**src/rtl/sram_mem_controller_pkg.sv**
```systemverilog
// Shared widths and phase-state encoding for the multi-cycle SRAM data-memory controller.
package sram_mem_controller_pkg;

  localparam int unsigned WORD_LEN = 32;
  localparam int unsigned SRAM_DW  = WORD_LEN / 2;
  localparam int unsigned SRAM_AW  = 18;
  localparam int unsigned IDX_W    = SRAM_AW - 1;

  typedef enum logic [1:0] {
    IDLE = 2'd0,
    LOW  = 2'd1,
    HIGH = 2'd2,
    DONE = 2'd3
  } state_e;

endpackage

```
**src/rtl/sram_mem_controller.sv**
```systemverilog
// Splits each 32-bit MEM-stage access into low/high half-word SRAM phases,
// holding ready low so the pipeline freezes until the word is complete.
module sram_mem_controller
  import sram_mem_controller_pkg::*;
#(
  parameter int unsigned PHASE_CYCLES = 2
) (
  input  logic                clk,
  input  logic                rst,
  input  logic                MEM_R_EN,
  input  logic                MEM_W_EN,
  input  logic [WORD_LEN-1:0] address,
  input  logic [WORD_LEN-1:0] ST_value,
  output logic [WORD_LEN-1:0] dataMem_out,
  output logic                ready,
  output logic [SRAM_AW-1:0]  sram_addr,
  output logic [SRAM_DW-1:0]  sram_wdata,
  input  logic [SRAM_DW-1:0]  sram_rdata,
  output logic                sram_we_n
);

  localparam logic [3:0] CNT_LAST = 4'(PHASE_CYCLES - 1);

  state_e              state_q, state_d;
  logic [3:0]          cnt_q, cnt_d;
  logic                wr_q, wr_d;
  logic [IDX_W-1:0]    idx_q, idx_d;
  logic [WORD_LEN-1:0] wdata_q, wdata_d;
  logic [SRAM_DW-1:0]  rlo_q, rlo_d;
  logic [WORD_LEN-1:0] dout_q, dout_d;
  logic                req;

  // Byte-offset bits and bits above the SRAM range do not select a word.
  logic unused_addr;
  assign unused_addr = ^{address[WORD_LEN-1:SRAM_AW+1], address[1:0]};

  assign req         = MEM_R_EN | MEM_W_EN;
  assign dataMem_out = dout_q;

  always_ff @(posedge clk or posedge rst) begin
    if (rst) begin
      state_q <= IDLE;
      cnt_q   <= '0;
      wr_q    <= 1'b0;
      idx_q   <= '0;
      wdata_q <= '0;
      rlo_q   <= '0;
      dout_q  <= '0;
    end else begin
      state_q <= state_d;
      cnt_q   <= cnt_d;
      wr_q    <= wr_d;
      idx_q   <= idx_d;
      wdata_q <= wdata_d;
      rlo_q   <= rlo_d;
      dout_q  <= dout_d;
    end
  end

  always_comb begin
    state_d    = state_q;
    cnt_d      = cnt_q;
    wr_d       = wr_q;
    idx_d      = idx_q;
    wdata_d    = wdata_q;
    rlo_d      = rlo_q;
    dout_d     = dout_q;
    ready      = 1'b0;
    sram_addr  = '0;
    sram_wdata = '0;
    sram_we_n  = 1'b1;
    case (state_q)
      IDLE: begin
        ready = ~req;
        if (req) begin
          // A simultaneous read and write request is serviced as a write.
          wr_d    = MEM_W_EN;
          idx_d   = address[SRAM_AW:2];
          wdata_d = ST_value;
          cnt_d   = '0;
          state_d = LOW;
        end
      end
      LOW: begin
        sram_addr  = {idx_q, 1'b0};
        sram_wdata = wdata_q[SRAM_DW-1:0];
        sram_we_n  = ~wr_q;
        if (cnt_q == CNT_LAST) begin
          if (!wr_q) rlo_d = sram_rdata;
          cnt_d   = '0;
          state_d = HIGH;
        end else begin
          cnt_d = cnt_q + 4'd1;
        end
      end
      HIGH: begin
        sram_addr  = {idx_q, 1'b1};
        sram_wdata = wdata_q[WORD_LEN-1:SRAM_DW];
        sram_we_n  = ~wr_q;
        if (cnt_q == CNT_LAST) begin
          if (!wr_q) dout_d = {sram_rdata, rlo_q};
          cnt_d   = '0;
          state_d = DONE;
        end else begin
          cnt_d = cnt_q + 4'd1;
        end
      end
      DONE: begin
        ready   = 1'b1;
        state_d = IDLE;
      end
      default: state_d = IDLE;
    endcase
  end

endmodule

```
**config.mk**
```make
export PLATFORM = sky130hd
export DESIGN_NAME = sram_mem_controller
export DESIGN_NICKNAME = d
export VERILOG_FILES = /design/src/rtl/sram_mem_controller_pkg.sv /design/src/rtl/sram_mem_controller.sv
export SDC_FILE = /design/constraint.sdc
export NUM_CORES = 1
export LEC_CHECK = 0
export CORE_MARGIN = 1.5
export CORE_UTILIZATION = 45
export DETAILED_ROUTE_END_ITERATION = 8
export PLACE_DENSITY_LB_ADDON = 0.05
export SETUP_SLACK_MARGIN = 0.05
export SLEW_MARGIN = 20
export SYNTH_ARGS = -nofsm -noshare
export SYNTH_HDL_FRONTEND = slang
export SYNTH_SLANG_ARGS = --single-unit
```
**constraint.sdc**
```tcl
create_clock -name clk -period 4.6 [get_ports clk]
set_input_delay 0.92 -clock clk [delete_from_list [all_inputs] [get_ports clk]]
set_output_delay 0.92 -clock clk [all_outputs]
set_load 0.1 [all_outputs]
```
Routing congestion map:
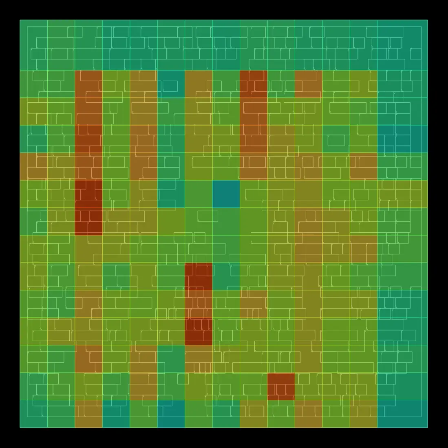
met3 track demand over resource in global routing: 4.583%
routing usage on met2: 27.71%
GR Layer Usage met1: 21.95%

Placed cells, one colour a class:
Bar = 20 µm.
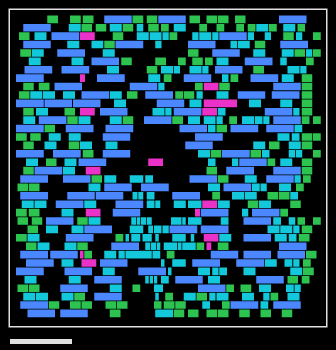
[combinational and other logic] cyan | cells: 193 | share of their area: 30%
[flops] blue | cells: 104 | share of their area: 44%
[other buffers and delay cells] green | cells: 143 | share of their area: 23%
[clock drivers and dummy loads] magenta | cells: 15 | share of their area: 3.2%
share of the core filled with cells: 62.53%
design area: 6056 µm²
fraction of area in registers: 42.98%

Routed clock nets over the placement:
Bar = 20 µm.
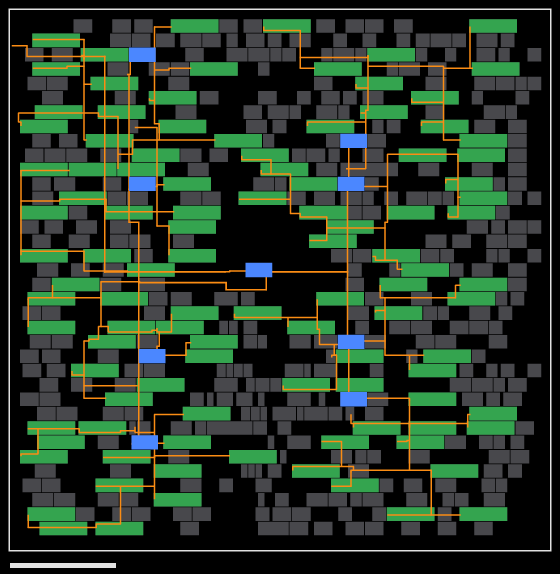
[clock wires] orange | length: 1210 µm
[flip-flops] green | count: 104
[clock drivers] blue | count: 9
flops lie: all over the die
Worst Clk Skew: 0.004795 ns

==> report_table.html <==
<h2>Synthesis and place &amp; route</h2>
<table>
<tr><th>Metric</th><th>Value</th></tr>
<tr><th colspan="2">Critical path</th></tr>
<tr><td>Arrival time worst endpoint</td><td>2.52 ns</td></tr>
<tr><td>Worst reg2reg setup slack</td><td>2.52 ns</td></tr>
<tr><td>Kind of start point of the critical path</td><td>input pin</td></tr>
<tr><td>Worst reg2reg endpoint</td><td>state_q[1]</td></tr>
<tr><th colspan="2">Timing</th></tr>
<tr><td>Final hold vios</td><td>0</td></tr>
<tr><td>Setup TNS after final layout</td><td>0 ns</td></tr>
<tr><td>Post-layout period usage of the worst path</td><td>74.79%</td></tr>
<tr><td>Unrepaired setup endpoints after global routing</td><td>no</td></tr>
<tr><th colspan="2">Logic synthesis</th></tr>
<tr><td>Yosys-reported design area after synthesis</td><td>4438 µm²</td></tr>
<tr><td>Post-synth net total</td><td>405</td></tr>
<tr><td>Most used flip-flop cell after synthesis</td><td>sky130_fd_sc_hd__dfrtp_1</td></tr>
<tr><td>Synth Warn #</td><td>0</td></tr>
<tr><td>Most instantiated library cell after synthesis</td><td>sky130_fd_sc_hd__dfrtp_1</td></tr>
<tr><th colspan="2">CTS</th></tr>
<tr><td>Clk latency late pin</td><td>0.35 ns</td></tr>
<tr><th colspan="2">Die</th></tr>
<tr><td>Height of the die</td><td>102.3 µm</td></tr>
<tr><td>Die Wd</td><td>102.3 µm</td></tr>
<tr><td>Starting density of the core</td><td>45.83%</td></tr>
<tr><td>Total number of placement rows</td><td>36</td></tr>
<tr><th colspan="2">Route</th></tr>
<tr><td>Post-route DRC violation count</td><td>0</td></tr>
<tr><td>Avg WL per Cell</td><td>15.38 µm</td></tr>
<tr><td>Post-route ant nets</td><td>0</td></tr>
<tr><td>Number of vias per cell</td><td>4.963</td></tr>
<tr><th colspan="2">Final layout</th></tr>
<tr><td>Nets</td><td>543</td></tr>
<tr><th colspan="2">Placement</th></tr>
<tr><td>Worst setup slack before clock tree synthesis</td><td>1.156 ns</td></tr>
<tr><th colspan="2">Hold path</th></tr>
<tr><td>End of the worst hold path</td><td>dataMem_out[15]</td></tr>
<tr><th colspan="2">Status</th></tr>
<tr><td>Result of the run</td><td>completed</td></tr>
<tr><th colspan="2">GRT</th></tr>
<tr><td>Global-route wire length before repair</td><td>13870 µm</td></tr>
<tr><td>Maximum number of pins on one net before global-route repair</td><td>51</td></tr>
<tr><th colspan="2">Run</th></tr>
<tr><td>Maxcap violations</td><td>0</td></tr>
</table>
Gate-type map:
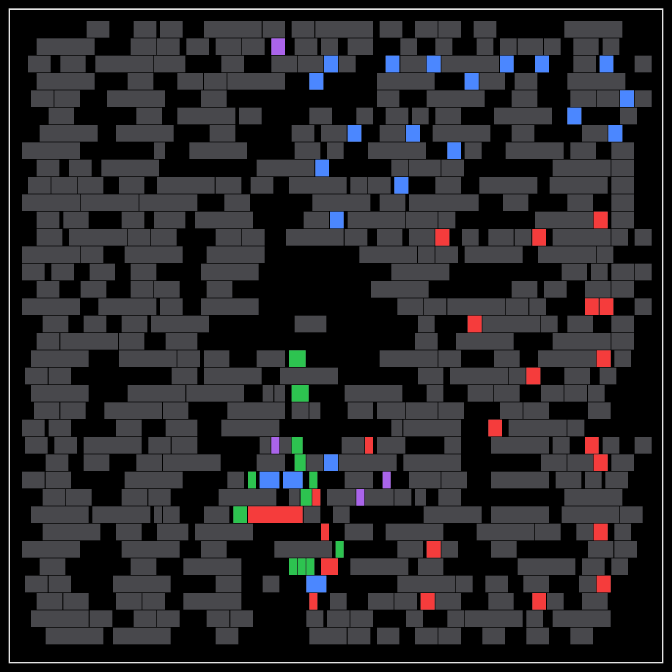
[NAND gates] green | cells: 12 | where: bottom middle
[inverters] purple | cells: 4
[AND and OR gates] blue | cells: 21
[NOR gates] red | cells: 22
most common logic cell in the routed design: sky130_fd_sc_hd__dfrtp_1
combinational fraction of the cell area: 28.97%
Layout Cells excl Fill: 588

Sequential cells grouped by signal name:
Bar = 20 µm. Other sequential cells in the stronger grey, the rest of the logic in the fainter grey.
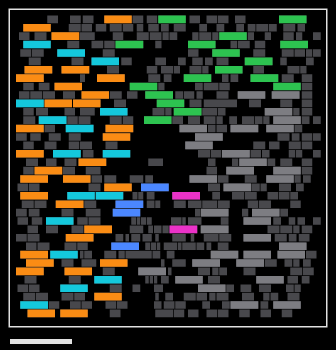
[`dataMem_out`] orange | flops: 32
[`cnt_q`] blue | flops: 4
[`state_q`] magenta | flops: 2
[`rlo_q`] cyan | flops: 16
[`idx_q`] green | flops: 17
not coloured: 33

==> worst max-delay path: stages <==
cell and delay, ns:
sky130_fd_sc_hd__clkdlybuf4s50_1 0.50, sky130_fd_sc_hd__nor3b_1 0.60, sky130_fd_sc_hd__nor2_1 0.10, sky130_fd_sc_hd__nor2_1 0.11, sky130_fd_sc_hd__buf_4 0.29
==> metrics by stage <==
step	hold slack (ns)	instances	area, µm²
after detailed placement	0.4689	573	5869
final	0.4831	588	6056
after global placement	0.4631	573	5869
after global routing	0.5113	588	6056
after floorplan	0.4522	313	4438
after CTS	0.4900	588	6056
==> kinds of logic after synthesis <==
family          after synthesis  share of synthesized area, %
compound gates               27                         4.173
mux                          99                         25.09
buf+inv                      20                         2.086
fa+ha+maj                     8                         2.256
simple gates                 55                         7.753
flops                       104                         58.64
==> area by class of cell <==
class / count / area, µm²
timing repair buffer: 143 / 1329
tap: 133 / 166.4
clock inverter: 4 / 45.04
clock buffer: 11 / 141.4
inverter: 4 / 17.52
sequential: 104 / 2603
multi-input combinational: 189 / 1754
fill: 806 / 3628
==> metal layers <==
metal / routed length, µm / vias to the layer above / share of wire, %
met4: 141 / 0 / 1.6
met3: 553 / 10 / 6.1
met1: 4110 / 1452 / 45
li1: - / 1370 / -
met2: 4237 / 86 / 47
met5: 0 / - / 0
